run_1/clock_map.png
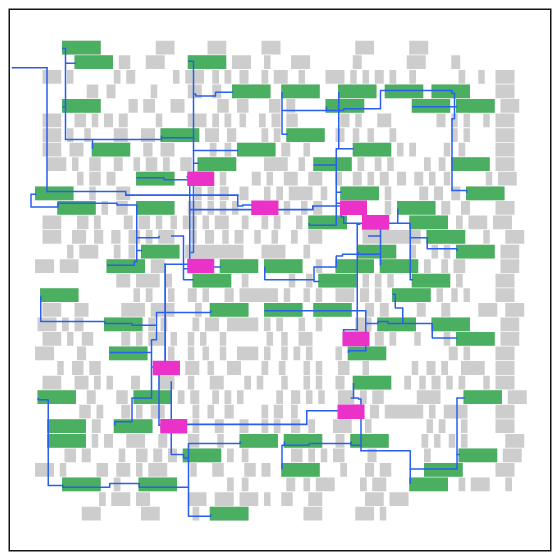
run_1/drive_strength.png
Bar = 20 µm.
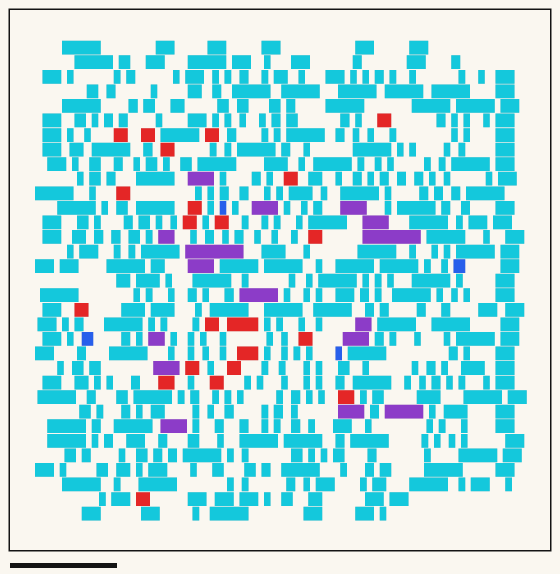
run_1/final_placement.png
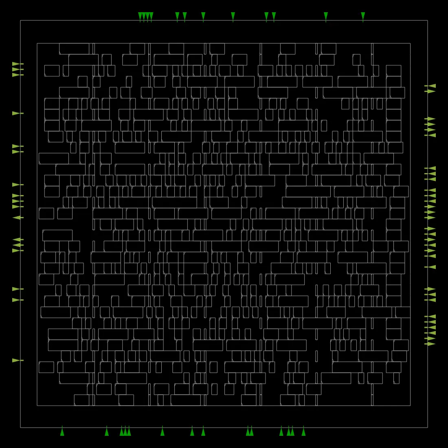
run_1/wire_density.png
Bar = 20 µm. 20 x 20 tiles, from dark purple (low) to yellow (high), scaled to the fullest tile. Values are wire area over tile area, all layers added.
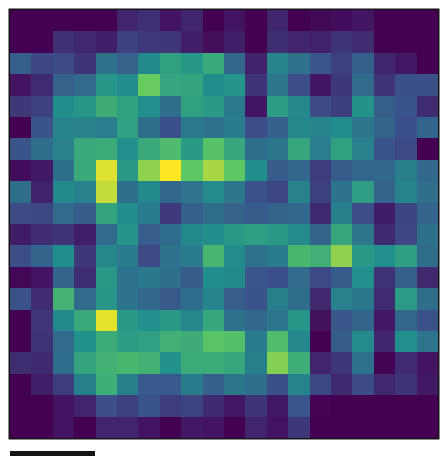
### src/rtl/cus43_tile_pixel_mixer.sv
`default_nettype none
// ============================================================================
// Module   : cus43_tile_pixel_mixer
// Purpose  : Tilemap pixel back end. Captures graphics ROM data for two scroll
//            layers on their load strobes, serialises each layer to one pen
//            per CLK_6M (optionally in flipped order), and mixes the two
//            layers by transparency and priority into a single registered
//            pixel for the palette/priority compositor.
// Revision : 1.0 - initial release
// ----------------------------------------------------------------------------
// Ports
//   CLK_6M    in   1   pixel clock, the only clock
//   RESET     in   1   synchronous active-high reset
//   HA2/HB2   in   1   layer A/B load strobes (one clock wide)
//   GD_A/GD_B in   16  layer graphics data, pixel0 in [3:0] when unflipped
//   ATTR_A/B  in   7   layer palette bank, captured with the strobe
//   PRI_A/B   in   3   layer priority (static, CPU latched)
//   FLIP      in   1   reverse pixel order of each load (captured per load)
//   HBLANK    in   1   horizontal blank, forces a blank output pixel
//   COL       out  11  {attr, pen} of the winning layer
//   OPRI      out  3   priority of the winning layer
//   OPAQUE    out  1   COL holds a valid non-transparent pixel
//   UNDERRUN  out  1   sticky: a layer ran dry outside blanking
// ============================================================================
module cus43_tile_pixel_mixer #(
    parameter int                  PEN_BITS     = 4,
    parameter int                  PIX_PER_LOAD = 4,
    parameter int                  ATTR_BITS    = 7,
    parameter logic [PEN_BITS-1:0] TRANS_PEN    = 4'hF
) (
    input  logic                             CLK_6M,
    input  logic                             RESET,
    input  logic                             HA2,
    input  logic                             HB2,
    input  logic [PEN_BITS*PIX_PER_LOAD-1:0] GD_A,
    input  logic [PEN_BITS*PIX_PER_LOAD-1:0] GD_B,
    input  logic [ATTR_BITS-1:0]             ATTR_A,
    input  logic [ATTR_BITS-1:0]             ATTR_B,
    input  logic [2:0]                       PRI_A,
    input  logic [2:0]                       PRI_B,
    input  logic                             FLIP,
    input  logic                             HBLANK,
    output logic [ATTR_BITS+PEN_BITS-1:0]    COL,
    output logic [2:0]                       OPRI,
    output logic                             OPAQUE,
    output logic                             UNDERRUN
);

    localparam int c_GD_W  = PEN_BITS * PIX_PER_LOAD;
    localparam int c_CNT_W = $clog2(PIX_PER_LOAD + 1);
    localparam int c_COL_W = ATTR_BITS + PEN_BITS;
    localparam int c_PRI_W = 3;

    // Layer index 0 is A, index 1 is B.
    logic [1:0]                 w_strobe;
    logic [1:0][c_GD_W-1:0]     w_gd;
    logic [1:0][ATTR_BITS-1:0]  w_attr_in;

    logic [1:0][PEN_BITS-1:0]   w_pen;
    logic [1:0]                 w_opaque;
    logic [1:0][ATTR_BITS-1:0]  w_attr_q;
    logic [1:0]                 w_dry;

    assign w_strobe  = {HB2, HA2};
    assign w_gd      = {GD_B, GD_A};
    assign w_attr_in = {ATTR_B, ATTR_A};

    // ------------------------------------------------------------------------
    // Per-layer serialiser: shift register, attribute latch, pixel counter.
    // ------------------------------------------------------------------------
    for (genvar gi = 0; gi < 2; gi++) begin : g_layer
        logic [c_GD_W-1:0]    r_sr;
        logic [ATTR_BITS-1:0] r_attr;
        logic [c_CNT_W-1:0]   r_cnt;
        logic                 r_flip;

        always_ff @(posedge CLK_6M) begin
            if (RESET) begin
                r_sr   <= '0;
                r_attr <= '0;
                r_cnt  <= '0;
                r_flip <= 1'b0;
            end else if (w_strobe[gi]) begin
                // A reload always wins, even mid-load; no merge with old data.
                r_sr   <= w_gd[gi];
                r_attr <= w_attr_in[gi];
                r_cnt  <= c_CNT_W'(PIX_PER_LOAD);
                r_flip <= FLIP;
            end else if (r_cnt != '0) begin
                // Flipped loads present the top nibble first, so shift the
                // next pen upward into that position.
                if (r_flip) begin
                    r_sr <= r_sr << PEN_BITS;
                end else begin
                    r_sr <= r_sr >> PEN_BITS;
                end
                r_cnt <= r_cnt - c_CNT_W'(1);
            end
        end

        // An empty layer reads as transparent regardless of stale SR content.
        assign w_pen[gi]    = (r_cnt == '0) ? TRANS_PEN :
                              (r_flip ? r_sr[c_GD_W-1 -: PEN_BITS] : r_sr[PEN_BITS-1:0]);
        assign w_opaque[gi] = (r_cnt != '0) && (w_pen[gi] != TRANS_PEN);
        assign w_attr_q[gi] = r_attr;
        assign w_dry[gi]    = (r_cnt == '0) && !w_strobe[gi];
    end

    // ------------------------------------------------------------------------
    // Mix stage: pick the winning layer, register one pixel per clock.
    // ------------------------------------------------------------------------
    logic               w_sel_b;
    logic               w_any;
    logic [c_COL_W-1:0] w_col;
    logic [c_PRI_W-1:0] w_pri;

    always_comb begin
        w_sel_b = 1'b0;
        w_any   = w_opaque[0] || w_opaque[1];
        if (w_opaque[0] && w_opaque[1]) begin
            // Layer A wins ties.
            w_sel_b = (PRI_B > PRI_A);
        end else begin
            w_sel_b = w_opaque[1];
        end
        w_col = w_sel_b ? {w_attr_q[1], w_pen[1]} : {w_attr_q[0], w_pen[0]};
        w_pri = w_sel_b ? PRI_B : PRI_A;
    end

    logic [c_COL_W-1:0] r_col;
    logic [c_PRI_W-1:0] r_opri;
    logic               r_opaque;
    logic               r_underrun;

    always_ff @(posedge CLK_6M) begin
        if (RESET) begin
            r_col    <= '0;
            r_opri   <= '0;
            r_opaque <= 1'b0;
        end else if (HBLANK || !w_any) begin
            r_col    <= '0;
            r_opri   <= '0;
            r_opaque <= 1'b0;
        end else begin
            r_col    <= w_col;
            r_opri   <= w_pri;
            r_opaque <= 1'b1;
        end
    end

    // Sticky: only a reset clears a starvation event seen in active video.
    always_ff @(posedge CLK_6M) begin
        if (RESET) begin
            r_underrun <= 1'b0;
        end else if (!HBLANK && (w_dry != 2'b00)) begin
            r_underrun <= 1'b1;
        end
    end

    assign COL      = r_col;
    assign OPRI     = r_opri;
    assign OPAQUE   = r_opaque;
    assign UNDERRUN = r_underrun;

endmodule
`default_nettype wire
### config.mk
export PLATFORM = sky130hd
export DESIGN_NAME = cus43_tile_pixel_mixer
export DESIGN_NICKNAME = d
export VERILOG_FILES = /design/src/rtl/cus43_tile_pixel_mixer.sv
export SDC_FILE = /design/constraint.sdc
export NUM_CORES = 1
export LEC_CHECK = 0
export ABC_AREA = 1
export CELL_PAD_IN_SITES_DETAIL_PLACEMENT = 1
export CELL_PAD_IN_SITES_GLOBAL_PLACEMENT = 1
export CORE_MARGIN = 4
export CORE_UTILIZATION = 37
export CTS_BUF_LIST = sky130_fd_sc_hd__clkbuf_2 sky130_fd_sc_hd__clkbuf_4 sky130_fd_sc_hd__clkbuf_8
export DETAILED_ROUTE_END_ITERATION = 8
export PLACE_DENSITY_LB_ADDON = 0.1
export REMOVE_ABC_BUFFERS = 1
export SLEW_MARGIN = 30
export SYNTH_ARGS = -nofsm -noshare
export SYNTH_HDL_FRONTEND = slang
export SYNTH_SLANG_ARGS = --single-unit
### constraint.sdc
create_clock -name CLK_6M -period 2.3 [get_ports CLK_6M]
set_input_delay 0.345 -clock CLK_6M [delete_from_list [all_inputs] [get_ports CLK_6M]]
set_output_delay 0.345 -clock CLK_6M [all_outputs]
set_load 0.03 [all_outputs]
==> flow_metrics.tcl, run 1 <==
# yosys + openroad results
set metrics [dict create \
    status "finished clean" \
    numCtsBuffers 9 \
    p_leak_nw 1.77 \
    largest_area_cell "dfxtp_1" \
    cp_slowest_cell "dfxtp_1" \
    grt-busiest-layer "met2" \
    crit_arrival_ns 2.34 \
    clock_area_frac 0.0528 \
    dieWidth_um 101 \
    comb.multi_input.count 319 \
    comb_power_share 0.218 \
    final_util 0.520 \
    drt_iter0_drc 91 \
    final_nets 593 \
    path_clk_slew_ns 0.09 \
    grt_usage 0.196 \
    num_vias 3262 \
    drive_above_1_share 0.0791 \
    maxCapViolations 0 \
    peakVddDrop_uv 349 \
    grt_use_met2 0.312 \
    comb_area_um2 1540 \
    relSlewSlack 0.714 \
    wl_met3_um 552 \
    mux_share 0 \
    cts_root_buf "clkbuf_8" \
    fp_util 0.385 \
    die_h_um 101 \
    flop_area_um2 1400 \
    p_seq_mw 1.38 \
    die_area_um2 10200 \
    clock_net_power_mw 1.14 \
    p_comb_uw 703 \
    yosys_most_used_dff "dfxtp_1" \
    clk_latency_ns 0.35 \
    synth_cells 448 \
    buf_share 0.205 \
    ys_sh_simple 0.263 \
    finalHoldViolCount 0 \
    numPortBuffers 73 \
    cts.sinks 70 \
    dp.cells 620 \
    tap_cells 105 \
    seq_share 0.325 \
    dr.max_layer_used "met4" \
    gp_congestion 0.767 \
    p_switching_uw 984 \
    slew_viol_final 0 \
    area_leaders "dfxtp_1 (44%), nand2_1 (14%), nor2_1 (7.3%)" \
    cts_setup_buffers 0 \
    layout_top_cell "nand2_1" \
    holdWs_ns 0.463 \
    signal_buffers 92 \
    yosys.cell_types.count 23 \
    hold_buffers 0 \
    yosys-top-cells-count "nand2_1 (123), dfxtp_1 (70), nor2_1 (62)" \
    clockBufferDepth 2 \
    n_antenna_cell 0 \
    tool_warnings 29 \
    yosysWarnings 0 \
    design.seq.count 70 \
    post_cts_resized 0 \
    synth_adder_area_share 0.0353 \
    vias_per_cell 5.13 \
    top_power_group "registers" \
    top_logic_kind "simple AND/OR/NAND/NOR gates" \
    top_cell "nand2_1" \
    ys_area_um2 3190 \
    slowest_delay_ns 0.35 \
    critical_path.top_delay_family "simple AND/OR/NAND/NOR gates" \
    final_area_um2 4310 \
    max_freq_mhz 486 \
    path_buffers 3 \
    globalRouteMet3Util 0.0367 \
    path_max_fanout 28 \
    grt_max_degree 29 \
    fin_setup_tns_ns 0 \
    clkbuf_count 9 \
    edf_count 0 \
    fin_crit_ns 2.06 \
    postSynthSeqShare 0.439 \
    xor_area_frac 0 \
    comb_share 0.357 \
    inverters 34 \
    largestClassByArea "multi-input combinational cells" \
    worstPathRequired_ns 2.58 \
    postRouteAntennaNets 0 \
    tightest_slew_ns 0.428 \
    grt.overflow.total 0 \
    critical_path.cell_chain "inv_1 -> ha_1 -> ha_1 -> inv_1 -> nand3_1 -> nand2_1 -> nor2_4 -> inv_2 -> nand2_8 -> nand2_1 -> nand2_1 -> nor2_1" \
    grt.met1_usage 0.275 \
    syn_avg_cell_area_um2 7.12 \
    wl_met2_um 4410 \
]
-- clock_map.png (at the start) --
magenta -> cells driving clock nets  # count 9
green -> flip-flops  # count 70
blue -> clock wires  # length 898 µm
routed clock nets = 10
flops lie = spread over the die

-- drive_strength.png (at the start) --
purple -> drive 6 and up  # cells 16
blue -> drive 2  # cells 4
red -> drive 3 to 4  # cells 22
cyan -> drive 1 or less  # cells 489

-- final_placement.png (at the start) --
Core Footprint: 8300 µm²
fillers: 1,063
num rows: 33
non-filler cells in the finished layout: 636

-- wire_density.png (at the start) --
nearly empty tiles = 11%
densest ninth of the die = middle
mean over tiles = 0.15
fullest tile = 0.47
tiles over half the peak = 19%
emptiest ninth of the die = bottom right

==> run 1: flip-flops by register name, summed over array words and instances, names as in the netlist <==
signal          cells
COL                11
g_layer.r_attr     14
OPRI                3
g_layer.r_cnt       6
g_layer.r_flip      2
g_layer.r_sr       32
UNDERRUN            1
OPAQUE              1
==> run 1: worst paths after layout <==
path                                            from                    to  slack (ns)  cells past startpoint
worst max register to register   g_layer[1].r_cnt[0]                COL[9]        0.24                     12
worst max-delay path             g_layer[1].r_cnt[0]                COL[9]        0.24                     12
worst min register to register  g_layer[0].r_attr[4]  g_layer[0].r_attr[4]        0.46                      2
worst min-delay path            g_layer[0].r_attr[4]  g_layer[0].r_attr[4]        0.46                      2
==> run 1: logic make-up after synthesis <==
logic type	Yosys count
fa+ha+maj	9
flops	70
compound gates	99
buf+inv	59
simple gates	211
--- run 2 (diff from run 1) ---
Settings changed: CORE_UTILIZATION 37 to 35, CTS_BUF_LIST sky130_fd_sc_hd__clkbuf_2 sky130_fd_sc_hd__clkbuf_4 sky130_fd_sc_hd__clkbuf_8 to not set.
run_2/registers.png
Other sequential cells in the stronger gray, the rest of the logic in the fainter gray.
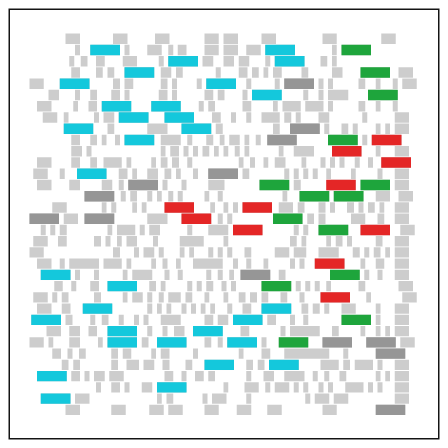
green -> g_layer.r_attr  # flops 14
cyan -> g_layer.r_sr  # flops 32
red -> COL  # flops 11
not colored = 13

==> run 2 against run 1 <==
Compared with the run above: first-iteration DRC count up 41%; count of clock-buffer cells in the layout up 1; fmax up 1.6%; non-clock buffer count down 5; cell count down 0.31%; critical path depth down 1; final area down 0.99%; hold slack better by 0.0020 ns.
==> flow_metrics.tcl, run 2 <==
# yosys + openroad results
set metrics [dict create \
    hpwl_um 6820 \
    core_area_um2 8810 \
    setup_viol 0 \
    tool_warnings 29 \
    yosys_most_used_dff "dfxtp_1" \
    wl_met2_um 4390 \
    final_nets 588 \
    synthArstFlopShare 0 \
    tightest_slew_ns 0.855 \
    antenna_found_initial 0 \
    top_power_group "registers" \
    edf_count 0 \
    die_area_um2 10700 \
    p_int_mw 2.14 \
    cp_slowest_cell "dfxtp_1" \
    drive_above_1_share 0.0722 \
    grt_max_degree 29 \
    gp_congestion 0.764 \
    comb_area_um2 1540 \
    wl_met3_um 459 \
    vias_per_cell 5.13 \
    rr_startpoint "g_layer[1].r_cnt[0]" \
    maxCapViolations 0 \
    clockBufferDepth 2 \
    grt-busiest-layer "met2" \
    n_antenna_cell 0 \
    drt_drc_violations_left 0 \
    clock_net_power_mw 1.04 \
    first_pass_iters 4 \
    setup_slack_ns 0.274 \
    grt.met1_usage 0.250 \
    crit_start "g_layer[1].r_cnt[0]" \
    dieWidth_um 103 \
    num_vias 3255 \
    drt_iter0_drc 128 \
    drt-met1-wl_um 4530 \
    grt_pass1_vias 3275 \
    ys_area_um2 3190 \
    crit_path_start_kind "flop" \
    hold_class "flop to flop" \
    rr_endpoint "OPRI[0]" \
    yosysWarnings 0 \
    top_cell "nand2_1" \
    dp_slack_ns 0.129 \
    fill_cells 1106 \
    cts_tree "yes" \
    areaGrowthSynthToFinish_pct 33.8 \
    status "finished clean" \
    final_cells 634 \
    relSlewSlack 0.428 \
    path_clk_slew_ns 0.08 \
    power_density_nw_per_um2 730 \
    fin_setup_tns_ns 0 \
    fin_crit_ns 2.03 \
    worstPathRequired_ns 2.59 \
    cts_root_buf "clkbuf_8" \
    end_kind "flop" \
    slew_viol_final 0 \
    clk_latency_ns 0.35 \
    largest_area_cell "dfxtp_1" \
    setup.worst_path.end "OPRI[0]" \
    mostFrequentLayoutCells "nand2_1 (123), clkdlybuf4s50_1 (73), dfxtp_1 (70)" \
    hold_end "g_layer[0].r_attr[2]" \
    netlist_area_um2 3190 \
    critical_path.cell_chain "inv_1 -> ha_1 -> ha_1 -> inv_1 -> nand3_1 -> nand2_1 -> nor2_4 -> a21oi_4 -> buf_12 -> nand2_1 -> nor2_1" \
    synth_flops 70 \
    final_area_um2 4270 \
    path_max_fanout 15 \
    hold_buffers 0 \
    yosys-top-cells-count "nand2_1 (123), dfxtp_1 (70), nor2_1 (62)" \
    postSynthSeqShare 0.439 \
    routedWlPerCell_um 15.0 \
    largest_reg_flops 32 \
    dp.cells 617 \
    holdWs_ns 0.465 \
    numCtsBuffers 9 \
    reg2regPathDepth 11 \
    final.period_utilization 0.881 \
    die_h_um 103 \
    yosys.cell_types.count 23 \
    fp_util 0.362 \
    top_area_frac 0.439 \
    area_leaders "dfxtp_1 (44%), nand2_1 (14%), nor2_1 (7.3%)" \
    slowest_delay_ns 0.33 \
    power_mw 3.12 \
    finClkSkew_ns 0.0160 \
    p_switching_uw 975 \
    final_util 0.485 \
    max_freq_mhz 494 \
    p_leak_nw 1.73 \
    synth_cells 448 \
    finalHoldViolCount 0 \
    rrSetupSlack_ns 0.27 \
    whs_path_depth 2 \
    grt_pass1_wl_um 15600 \
    cts.sinks 70 \
    cts_htree_levels 3 \
    peakVddDrop_uv 319 \
    rsz0062_at_grt "no" \
    grt.overflow.total 0 \
    numPortBuffers 73 \
    pwr-share-clk 0.334 \
    layout_top_cell "nand2_1" \
    largest-register "g_layer.r_sr" \
    grt_use_met2 0.304 \
    crit_type "flop to flop" \
    globalRouteMet3Util 0.0329 \
    flop_area_um2 1400 \
    grt_usage 0.188 \
    dr.max_layer_used "met4" \
    ys_cells 448 \
    p_seq_mw 1.38 \
    min_from "g_layer[0].r_attr[2]" \
    comb_power_share 0.225 \
    postRouteAntennaNets 0 \
    switching_share 0.313 \
    ios 74 \
    syn_avg_cell_area_um2 7.12 \
    crit_arrival_ns 2.31 \
    placed_area_um2 4040 \
    p_comb_uw 700 \
    routed_wl_um 9540 \
    pwr-share-seq 0.442 \
]
run_2/final_placement.png
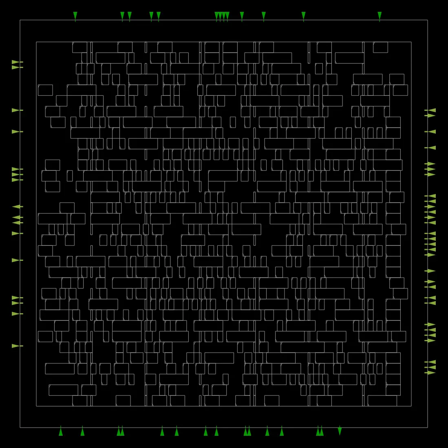
num rows: 34
Seq Cell Count: 70

==> run 2: final cells by class <==
type	count	share of cell area
clock buffer	10	0.0322
sequential	70	0.328
timing repair buffer	87	0.202
multi-input combinational	319	0.361
clock inverter	6	0.0161
inverter	34	0.0299
tap	108	0.0316
==> run 2: kinds of logic after synthesis <==
logic type	count (synthesis)	share of synthesized area
buffers and inverters	59	0.0811
DFF	70	0.439
and+or+nand+nor	211	0.263
AOI/OAI and AO/OA	99	0.181
adders and majority gates	9	0.0353
==> run 2: what timing repair did <==
action	4_1_cts	5_1_grt
buffers inserted	0	1
resized	0	2
setup endpoints to repair	0	14
==> run 2: critical path: cells and delay by family (launching register included) <==
family	cells	cell delay [ns]
fa+ha+maj	2	0.43
compound gates	1	0.16
buf+inv	3	0.48
simple gates	5	0.55
flops	1	0.33
--- run 3 (diff from run 2) ---
Settings changed: CELL_PAD_IN_SITES_DETAIL_PLACEMENT 1 to not set, CELL_PAD_IN_SITES_GLOBAL_PLACEMENT 1 to not set, CORE_UTILIZATION 35 to 50, PLACE_DENSITY set to 0.8, PLACE_DENSITY_LB_ADDON 0.1 to not set.
run_3/wire_density.png
Bar = 20 µm. 18 x 18 tiles, from dark purple (low) to yellow (high), scaled to the fullest tile. Values are wire area over tile area, all layers added.
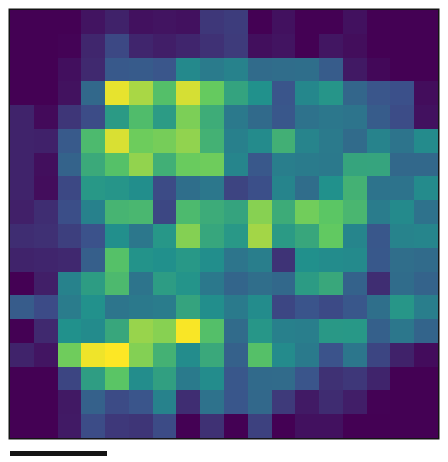
fullest tile = 0.55
nearly empty tiles = 13%
tiles over half the peak = 25%
mean over tiles = 0.19

==> run 3 against run 2 <==
Compared with the run above: sequential share of layout area increased by 0.20 points; die area decreased by 28%; clock power increased by about 20%; fmax decreased by 2.4%; synthesized area unchanged; largest power group unchanged.
==> flow_metrics.tcl, run 3 <==
# yosys + openroad results
set metrics [dict create \
    hold_class "flop to flop" \
    power_mw 3.29 \
    cts_root_buf "clkbuf_8" \
    relSlewSlack 0.718 \
    core_area_um2 6060 \
    grt_use_met2 0.371 \
    synth_cells 448 \
    cts_setup_buffers 0 \
    fin_setup_tns_ns 0 \
    edf_count 0 \
    post_cts_resized 0 \
    synthArstFlopShare 0 \
    reg2regPathDepth 10 \
    grt_usage 0.228 \
    tightest_slew_ns 0.423 \
    cts_htree_levels 3 \
    drt_iter0_drc 152 \
    worstPathRequired_ns 2.59 \
    holdWs_ns 0.458 \
    area_leaders "dfxtp_1 (44%), nand2_1 (14%), nor2_1 (7.3%)" \
    whs_path_depth 2 \
    clk_latency_ns 0.35 \
    crit_type "flop to flop" \
    numPortBuffers 73 \
    max_freq_mhz 482 \
    gp_congestion 0.850 \
    rr_startpoint "g_layer[1].r_cnt[0]" \
    peakVddDrop_uv 464 \
    yosysWarnings 0 \
    top_area_frac 0.439 \
    fp_util 0.527 \
    power_density_nw_per_um2 774 \
    vias_per_cell 5.40 \
    hpwl_um 5930 \
    grt_max_degree 34 \
    finalHoldViolCount 0 \
    final_nets 589 \
    setup_slack_ns 0.224 \
    finClkSkew_ns 0.00588 \
    largest_reg_flops 32 \
    die_h_um 87.9 \
    dieWidth_um 87.9 \
    globalRouteMet3Util 0.0470 \
    end_kind "flop" \
    crit_arrival_ns 2.36 \
    p_leak_nw 1.75 \
    grt-busiest-layer "met2" \
    n_antenna_cell 0 \
    routedWlPerCell_um 14.4 \
    mostFrequentLayoutCells "nand2_1 (123), clkdlybuf4s50_1 (73), dfxtp_1 (70)" \
    tool_warnings 29 \
    maxCapViolations 0 \
    critical_path.cell_chain "inv_1 -> ha_1 -> ha_1 -> inv_1 -> nand3_1 -> nand2_1 -> nor2_4 -> a21oi_4 -> nand2_1 -> nor2_1" \
    syn_avg_cell_area_um2 7.12 \
    slowest_delay_ns 0.35 \
    largest-register "g_layer.r_sr" \
    yosys-top-cells-count "nand2_1 (123), dfxtp_1 (70), nor2_1 (62)" \
    setup_viol 0 \
    ys_area_um2 3190 \
    grt_pass1_vias 2997 \
    ys_cells 448 \
    final_area_um2 4250 \
    antenna_found_initial 0 \
    layout_top_cell "nand2_1" \
    drt_drc_violations_left 0 \
    dp_slack_ns 0.171 \
    path_buffers 2 \
    placed_area_um2 4000 \
    path_max_fanout 15 \
    hold_end "g_layer[0].r_attr[5]" \
    crit_start "g_layer[1].r_cnt[0]" \
    path_clk_slew_ns 0.08 \
    cp_num_cells 10 \
    clockBufferDepth 2 \
    hold_buffers 0 \
    num_rows 28 \
    grt.overflow.total 0 \
    status "finished clean" \
    areaGrowthSynthToFinish_pct 33.0 \
    postRouteAntennaNets 0 \
    min_from "g_layer[0].r_attr[5]" \
    grt_pass1_wl_um 13700 \
    netlist_area_um2 3190 \
    final_util 0.700 \
    numCtsBuffers 9 \
    drive_above_1_share 0.0721 \
    num_vias 3253 \
    synth_flops 70 \
    setup.worst_path.end "COL[10]" \
    slew_viol_final 0 \
    ios 74 \
    critical_path.top_delay_family "simple AND/OR/NAND/NOR gates" \
    cts.sinks 70 \
    largest_area_cell "dfxtp_1" \
    postSynthSeqShare 0.439 \
    yosys.cell_types.count 23 \
    rr_endpoint "COL[10]" \
    die_area_um2 7730 \
    dp.cells 586 \
    final.period_utilization 0.902 \
    grt.met1_usage 0.300 \
    cp_slowest_cell "dfxtp_1" \
    fin_crit_ns 2.08 \
    rsz0062_at_grt "no" \
    yosys_most_used_dff "dfxtp_1" \
    cts_tree "yes" \
    crit_path_start_kind "flop" \
    top_cell "nand2_1" \
    first_pass_iters 5 \
]
run_3/final_placement.png
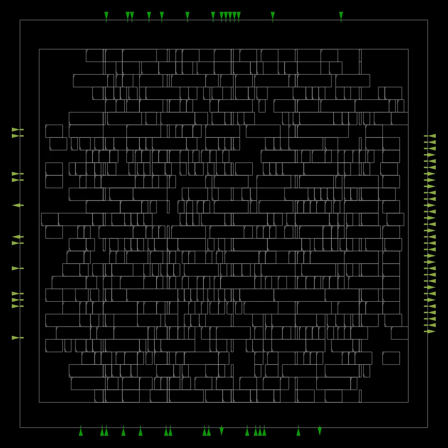
non-filler cells in the finished layout: 602
tap cells: 75
fillers: 491

## run 3: final cells by class
cell class	count	area, µm²
tap	75	93.8
inverter	34	128
clock inverter	5	106
clock buffer	11	141
sequential	70	1400
fill	491	1820
multi-input combinational	319	1530
timing repair buffer	88	843
## run 3: per-layer routing
layer / part of all wire / up-vias
met5: 0 / -
met4: 0.013 / 0
met3: 0.097 / 9
met2: 0.47 / 140
met1: 0.42 / 1486
li1: - / 1618
## run 3: kinds of logic after synthesis
logic type | share of synthesized area
compound gates | 0.181
buf+inv | 0.0811
simple gates | 0.263
fa+ha+maj | 0.0353
flops | 0.439
## run 3: where the power goes
part / leakage [nW] / switching [mW] / internal, mW
sequential: 0.579 / 0.0638 / 1.31
clock: 0.120 / 0.475 / 0.752
combinational: 1.05 / 0.395 / 0.287
Power figures rest on the tool's default switching activity, not on a simulated workload.
